==> src/rtl/masked_serial_incrementer.sv <==
// Bit-serial, first-order masked incrementer: S = A + c over W cycles using a
// single masked half adder that is time-shared across all bit positions.
module half_adder_masked (
  input  logic a0,
  input  logic a1,
  input  logic b0,
  input  logic b1,
  input  logic rn,
  output logic s0,
  output logic s1,
  output logic c0,
  output logic c1
);
  // Sum is linear and stays share-wise; the AND cross terms are refreshed by rn
  // so that neither carry share depends on both shares of one operand unmasked.
  assign s0 = a0 ^ b0;
  assign s1 = a1 ^ b1;
  assign c0 = (a0 & b0) ^ ((a0 & b1) ^ rn);
  assign c1 = (a1 & b1) ^ ((a1 & b0) ^ rn);
endmodule

module masked_serial_incrementer #(
  parameter int W = 8
) (
  input  logic         clk,
  input  logic         rst_n,
  input  logic         i_start,
  input  logic [W-1:0] i_A0,
  input  logic [W-1:0] i_A1,
  input  logic         i_c0,
  input  logic         i_c1,
  input  logic         rN,
  output logic         o_ready,
  output logic         o_rnd_req,
  output logic [W-1:0] o_S0,
  output logic [W-1:0] o_S1,
  output logic         o_C0,
  output logic         o_C1,
  output logic         o_valid
);
  localparam int KW = (W > 1) ? $clog2(W) : 1;

  typedef enum logic [1:0] {IDLE, RUN, DONE} state_t;

  state_t        state, state_nxt;
  logic [W-1:0]  cap_a0, cap_a1;
  logic [W-1:0]  res0, res1;
  logic          carry0, carry1;
  logic          out_c0, out_c1;
  logic [KW-1:0] idx;
  logic          last;
  logic          g_s0, g_s1, g_c0, g_c1;

  assign last = (idx == KW'(W - 1));

  half_adder_masked u_ha (
    .a0 (cap_a0[idx]),
    .a1 (cap_a1[idx]),
    .b0 (carry0),
    .b1 (carry1),
    .rn (rN),
    .s0 (g_s0),
    .s1 (g_s1),
    .c0 (g_c0),
    .c1 (g_c1)
  );

  always_comb begin
    state_nxt = state;
    case (state)
      IDLE:    if (i_start) state_nxt = RUN;
      RUN:     if (last) state_nxt = DONE;
      DONE:    state_nxt = IDLE;
      default: state_nxt = IDLE;
    endcase
  end

  always_ff @(posedge clk) begin
    if (!rst_n) begin
      state  <= IDLE;
      cap_a0 <= '0;
      cap_a1 <= '0;
      res0   <= '0;
      res1   <= '0;
      carry0 <= 1'b0;
      carry1 <= 1'b0;
      out_c0 <= 1'b0;
      out_c1 <= 1'b0;
      idx    <= '0;
    end else begin
      state <= state_nxt;
      case (state)
        IDLE: if (i_start) begin
          cap_a0 <= i_A0;
          cap_a1 <= i_A1;
          carry0 <= i_c0;
          carry1 <= i_c1;
          idx    <= '0;
        end
        RUN: begin
          res0[idx] <= g_s0;
          res1[idx] <= g_s1;
          carry0    <= g_c0;
          carry1    <= g_c1;
          // Carry-out gets its own register so the published shares are not
          // disturbed when the next operation loads the working carry.
          if (last) begin
            out_c0 <= g_c0;
            out_c1 <= g_c1;
            idx    <= '0;
          end else begin
            idx <= idx + 1'b1;
          end
        end
        default: ;
      endcase
    end
  end

  assign o_ready   = (state == IDLE);
  assign o_rnd_req = (state == RUN);
  assign o_valid   = (state == DONE);
  assign o_S0      = res0;
  assign o_S1      = res1;
  assign o_C0      = out_c0;
  assign o_C1      = out_c1;
endmodule

==> config.mk <==
export PLATFORM = sky130hd
export DESIGN_NAME = masked_serial_incrementer
export DESIGN_NICKNAME = d
export VERILOG_FILES = /design/src/rtl/masked_serial_incrementer.sv
export SDC_FILE = /design/constraint.sdc
export NUM_CORES = 1
export LEC_CHECK = 0
export CELL_PAD_IN_SITES_DETAIL_PLACEMENT = 0
export CELL_PAD_IN_SITES_GLOBAL_PLACEMENT = 1
export CORE_MARGIN = 1.5
export CORE_UTILIZATION = 37
export DETAILED_ROUTE_END_ITERATION = 12
export GPL_TIMING_DRIVEN = 0
export PLACE_DENSITY = 0.87
export SYNTH_ARGS = -nofsm -noshare
export SYNTH_HDL_FRONTEND = slang
export SYNTH_HIERARCHICAL = 1
export SYNTH_SLANG_ARGS = --single-unit
==> constraint.sdc <==
create_clock -name clk -period 2.85 [get_ports clk]
set_input_delay 0.7125 -clock clk [delete_from_list [all_inputs] [get_ports clk]]
set_output_delay 0.7125 -clock clk [all_outputs]
set_load 0.005 [all_outputs]
**Run 1: register map, names as in the netlist**

Drawn at 4 px/um. Other sequential cells in the stronger grey, the rest of the logic in the fainter grey.
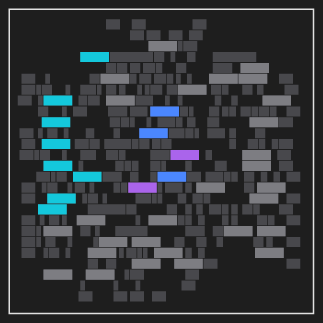
- cyan: cap_a0 (placed flops 8; where left middle)
- blue: idx (placed flops 3)
- purple: state (placed flops 2)
P_seq: 0.604 mW
Flop area: 821 um2
final core occ: 0.508
sequential cell area share: 0.316

**Run 1: ports around the boundary**

Drawn at 4 px/um. Pins as bars across the die edge, other pins in grey.
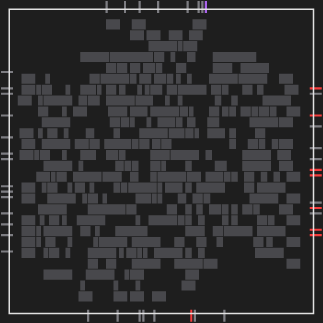
- red: o_S1 (pins 8; direction output; edge 7 right, 1 bottom)
- purple: o_valid (pins 1; direction output; edge top)
- all pins by edge: 14 left, 13 right, 8 bottom, 8 top

==> flow_summary.toml, run 1 <==
# physical design summary
[critical_path]
crit_path_start_kind = "flip-flop"
crit_end = "o_rnd_req"
crit_cells = 5
critical-path-max-stage-delay_ps = 520
path_delay_family = "buffers and inverters"
crit_type = "reg2out"
reg2reg_depth = 7
cp_max_fo = 10
cp_cell_sequence = "buf_2 > nand2b_1 > clkbuf_2 > inv_2 > clkdlybuf4s50_1"
rrSetupSlack_ps = 540

[run]
maxCapViolCount = 0

[routing]
vias_per_cell = 4.95
antenna_left = 0
vias = 1682
drcViolationCount = 0

[placement]
hpwlAfterDp_um = 3150
placed_area_um2 = 2460

[cts]
cts_buffer_depth = 2
cts_sinks = 41
ctsResizeCount = 0
cts_hold_buf = 0
root_buffer = "clkbuf_8"

[logic_synthesis]
yosys_cells = 220
ys_seq_frac = 0.420
yosys_warnings = 6

[cells_and_area]
nClkBuffers = 5
drive_gt1_frac = 0.100
final-clk-cell-share = 0.0516
diodes = 0
largest_class = "multi-input combinational cells"
inv_count = 1
buffers = 60

[power_and_ir_drop]
power_clock_mw = 0.555
p_per_area_nw_per_um2 = 512
ir_drop_uv = 225
switchingPower_mw = 0.303
p_leak_nw = 0.941

[timing]
setup-violations-final = 0
whs_ps = 453
maxSlewHeadroom = 0.703
period_needed_ps = 2430

[grt]
grt.overflow.total = 0
gr-usage-all-layers = 0.175
first_global_vias = 1587

[floorplan]
rows = 26

[outcome]
status = "complete, no violations"
**Run 1: nets reached from selected ports**

Drawn at 4 px/um.
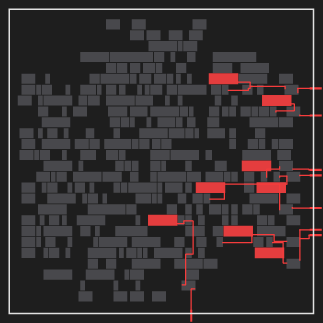
- red: o_S1 (bits 8; direction output; edge 7 right, 1 bottom; end cells 8; buffers 8; wire 155 um)

run 1: layer usage:
| metal | part of all wire | vias to the layer above | global-route usage | wire length [um] |
|---|---|---|---|---|
| met5 | 0 | - | 0 | 0 |
| met4 | 0.017 | 0 | 0.0714 | 72 |
| met3 | 0.035 | 8 | 0.0357 | 148 |
| met2 | 0.48 | 47 | 0.291 | 2030 |
| met1 | 0.47 | 756 | 0.221 | 2020 |
| li1 | - | 871 | - | - |
run 1: kinds of logic (layout without fill, tap and decap cells):
logic type	Yosys count	after routing	synth area share
AOI/OAI and AO/OA	61	61	0.212
xor gates and xnor gates	4	4	0.0179
adders and majority gates	4	4	0.0256
buffers and inverters	19	69	0.0486
DFF	41	41	0.420
muxes	6	6	0.0474
and+or+nand+nor	85	85	0.229
**Run 1: track usage over the die**

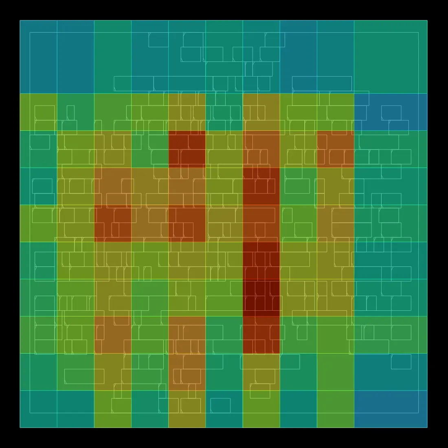

==> run 2: changes to the inputs <==
--- a/config.mk
+++ b/config.mk
@@ -5,14 +5,13 @@
 export SDC_FILE = /design/constraint.sdc
 export NUM_CORES = 1
 export LEC_CHECK = 0
+export CAP_MARGIN = 10
 export CELL_PAD_IN_SITES_DETAIL_PLACEMENT = 0
 export CELL_PAD_IN_SITES_GLOBAL_PLACEMENT = 1
-export CORE_MARGIN = 1.5
 export CORE_UTILIZATION = 37
 export DETAILED_ROUTE_END_ITERATION = 12
 export GPL_TIMING_DRIVEN = 0
 export PLACE_DENSITY = 0.87
 export SYNTH_ARGS = -nofsm -noshare
 export SYNTH_HDL_FRONTEND = slang
-export SYNTH_HIERARCHICAL = 1
 export SYNTH_SLANG_ARGS = --single-unit
**Run 2: track usage over the die**

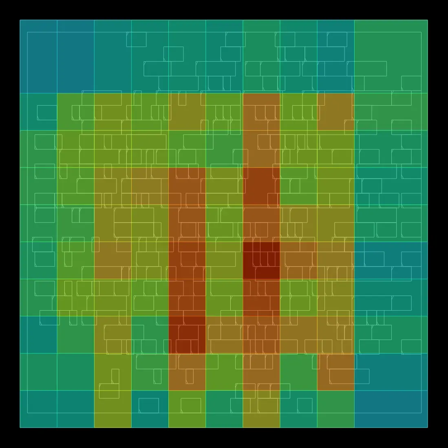
wire length per cell: 12.5 um
final core occ: 0.502
met1 Use GR: 0.215
met3 global-route usage: 0.0357

==> flow_summary.toml, run 2 <==
# physical design summary
[power_and_ir_drop]
switchingPower_mw = 0.315
p_seq_mw = 0.608
p_per_area_nw_per_um2 = 459
p_leak_nw = 0.942
internal-power_mw = 0.878
power_clock_mw = 0.394
ir_drop_uv = 202

[critical_path]
cp_cell_sequence = "buf_6 > mux2i_1 > o221ai_2 > a21oi_2 > inv_1 > ha_1 > xor2_1 > or3_1 > mux2i_1 > o21a_1"
crit_type = "reg2reg"
cp_max_fo = 10
reg2reg_depth = 10
rrSetupSlack_ps = 460
crit_cells = 10
crit_end = "o_C0"
critical-path-max-stage-delay_ps = 420
path_delay_family = "AND-OR/OR-AND gates"
crit_path_start_kind = "flip-flop"

[timing]
maxSlewHeadroom = 0.679
whs_ps = 454
period_needed_ps = 2390
setup-violations-final = 0

[placement]
hpwlAfterDp_um = 3190

[cts]
cts_hold_buf = 0
cts_buffer_depth = 2
root_buffer = "clkbuf_8"
ctsResizeCount = 0

[cells_and_area]
seq_area_frac = 0.316
buffers = 57
buf_share = 0.202
regArea_um2 = 821
largest_class = "multi-input combinational cells"
inv_count = 5
drive_gt1_frac = 0.0827
final-clk-cell-share = 0.0347
nClkBuffers = 6

[routing]
antenna_left = 0
drcViolationCount = 0
vias = 1716

[logic_synthesis]
yosys_cells = 230
yosys_warnings = 0
ys_seq_frac = 0.408

[grt]
gr-usage-all-layers = 0.169
grt.overflow.total = 0
first_global_vias = 1566

[outcome]
status = "complete, no violations"

[run]
maxCapViolCount = 0
-- run 2: netlist changes by cell type after synthesis, sizes merged, moves of 8 or more --
cell	previous run	this run
nand2	40	53
nand3	23	15
nor2b	2	11
a21boi	39	26
mux2i	1	12
o21ai	17	3
-- run 2: kinds of logic after synthesis --
| kind of cell | Yosys count | share of synthesized area |
|---|---|---|
| AOI/OAI and AO/OA | 43 | 0.166 |
| xor gates and xnor gates | 2 | 0.00872 |
| adders and majority gates | 4 | 0.0249 |
| buffers and inverters | 21 | 0.0679 |
| DFF | 41 | 0.408 |
| muxes | 14 | 0.0710 |
| and+or+nand+nor | 105 | 0.253 |
-- run 2: layer usage --
layer	global-route usage	vias up	routed length, um
met4	0.0864	0	97
met3	0.0357	9	243
li1	-	886	-
met1	0.215	773	2060
met2	0.273	48	1940
met5	0	-	0
**Run 2: wiring by layer**

Drawn at 4 px/um.
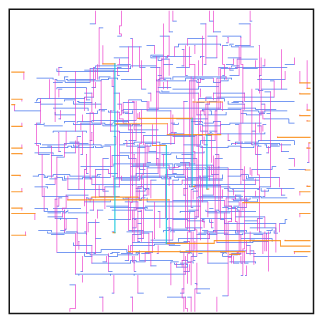

==> run 3: changes to the inputs <==
--- a/config.mk
+++ b/config.mk
@@ -8,10 +8,10 @@
 export CAP_MARGIN = 10
 export CELL_PAD_IN_SITES_DETAIL_PLACEMENT = 0
 export CELL_PAD_IN_SITES_GLOBAL_PLACEMENT = 1
-export CORE_UTILIZATION = 37
+export CORE_UTILIZATION = 34
 export DETAILED_ROUTE_END_ITERATION = 12
 export GPL_TIMING_DRIVEN = 0
-export PLACE_DENSITY = 0.87
+export PLACE_DENSITY = 0.85
 export SYNTH_ARGS = -nofsm -noshare
 export SYNTH_HDL_FRONTEND = slang
 export SYNTH_SLANG_ARGS = --single-unit
==> constraint.sdc (replaced) <==
create_clock -name clk -period 2.1 [get_ports clk]
set_input_delay 0.525 -clock clk [delete_from_list [all_inputs] [get_ports clk]]
set_output_delay 0.525 -clock clk [all_outputs]
set_load 0.005 [all_outputs]
**Run 3: wiring by layer**

Drawn at 4 px/um.
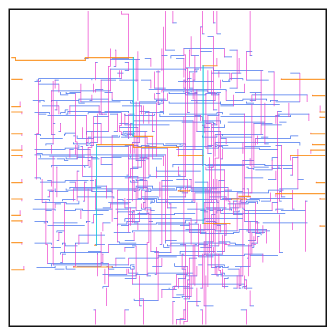
- orange: metal 3 (wire length 174 um)
- blue: metal 1 (wire length 2150 um)
- magenta: metal 2 (wire length 2010 um)
- cyan: metal 4 (wire length 84.3 um)

==> flow_summary.toml, run 3 <==
# physical design summary
[logic_synthesis]
yosys_warnings = 0
ys_sh_xor = 0.00872
ys_sh_simple = 0.253
ys_sh_aoi = 0.166
adder_share = 0.0249
synth.area.mux_share = 0.0710
synth.logic.top_family = "simple AND/OR/NAND/NOR gates"

[floorplan]
rows = 27

[grt]
use_met2 = 0.254
grt.overflow.total = 0
grtUsageMet1 = 0.204
grt-busiest-layer = "met2"
grt_use_met3 = 0.0471
gr-usage-all-layers = 0.159

[critical_path]
path_delay_family = "AND-OR/OR-AND gates"
crit_cells = 9
rrSetupSlack_ps = 5
crit_end = "o_C0"
crit_type = "reg2reg"
cp_max_fo = 5

[outcome]
status = "complete, no violations"

[power_and_ir_drop]
internal-power_mw = 1.34
ir_drop_uv = 322
switchingPower_mw = 0.435
p_per_area_nw_per_um2 = 648

[routing]
m1WireLength_um = 2150
met3_length_um = 174
drcViolationCount = 0
dr.max_layer_used = "met4"
vias = 1699
wire_per_inst_um = 12.5
wl_met2_um = 2010

[cts]
root_buffer = "clkbuf_8"

[cells_and_area]
drive_gt1_frac = 0.142
fin_util = 0.488
regArea_um2 = 831

[timing]
whs_ps = 456

[placement]
hpwlAfterDp_um = 3260
placed_area_um2 = 2510
[run 3: cell counts after synthesis]
Identical to the previous run, type by type.
[run 3: repair_timing]
item                                    CTS  global route
setup buffers                             2             3
resized                                   5            16
endpoints found under the setup margin   12            12
pin swaps                                 2             4
[run 3: power by group through the flow]
stage,sequential [mW],clock [mW],combinational [mW]
after CTS,0.826,0.680,0.273
after detailed placement,0.844,0,0.264
after global routing,0.830,0.717,0.318
final,0.826,0.661,0.288
after global placement,0.842,0,0.260
after floorplan,0.839,0,0.165
[run 3: final cells by class]
type / count / share of cell area
multi-input combinational: 168 / 0.407
sequential: 41 / 0.303
timing repair buffer: 46 / 0.164
buffer: 14 / 0.0420
tap: 72 / 0.0329
clock buffer: 7 / 0.0315
clock inverter: 1 / 0.0110
inverter: 5 / 0.00777
No activity file was given, so power comes from the tool's default toggle rates.
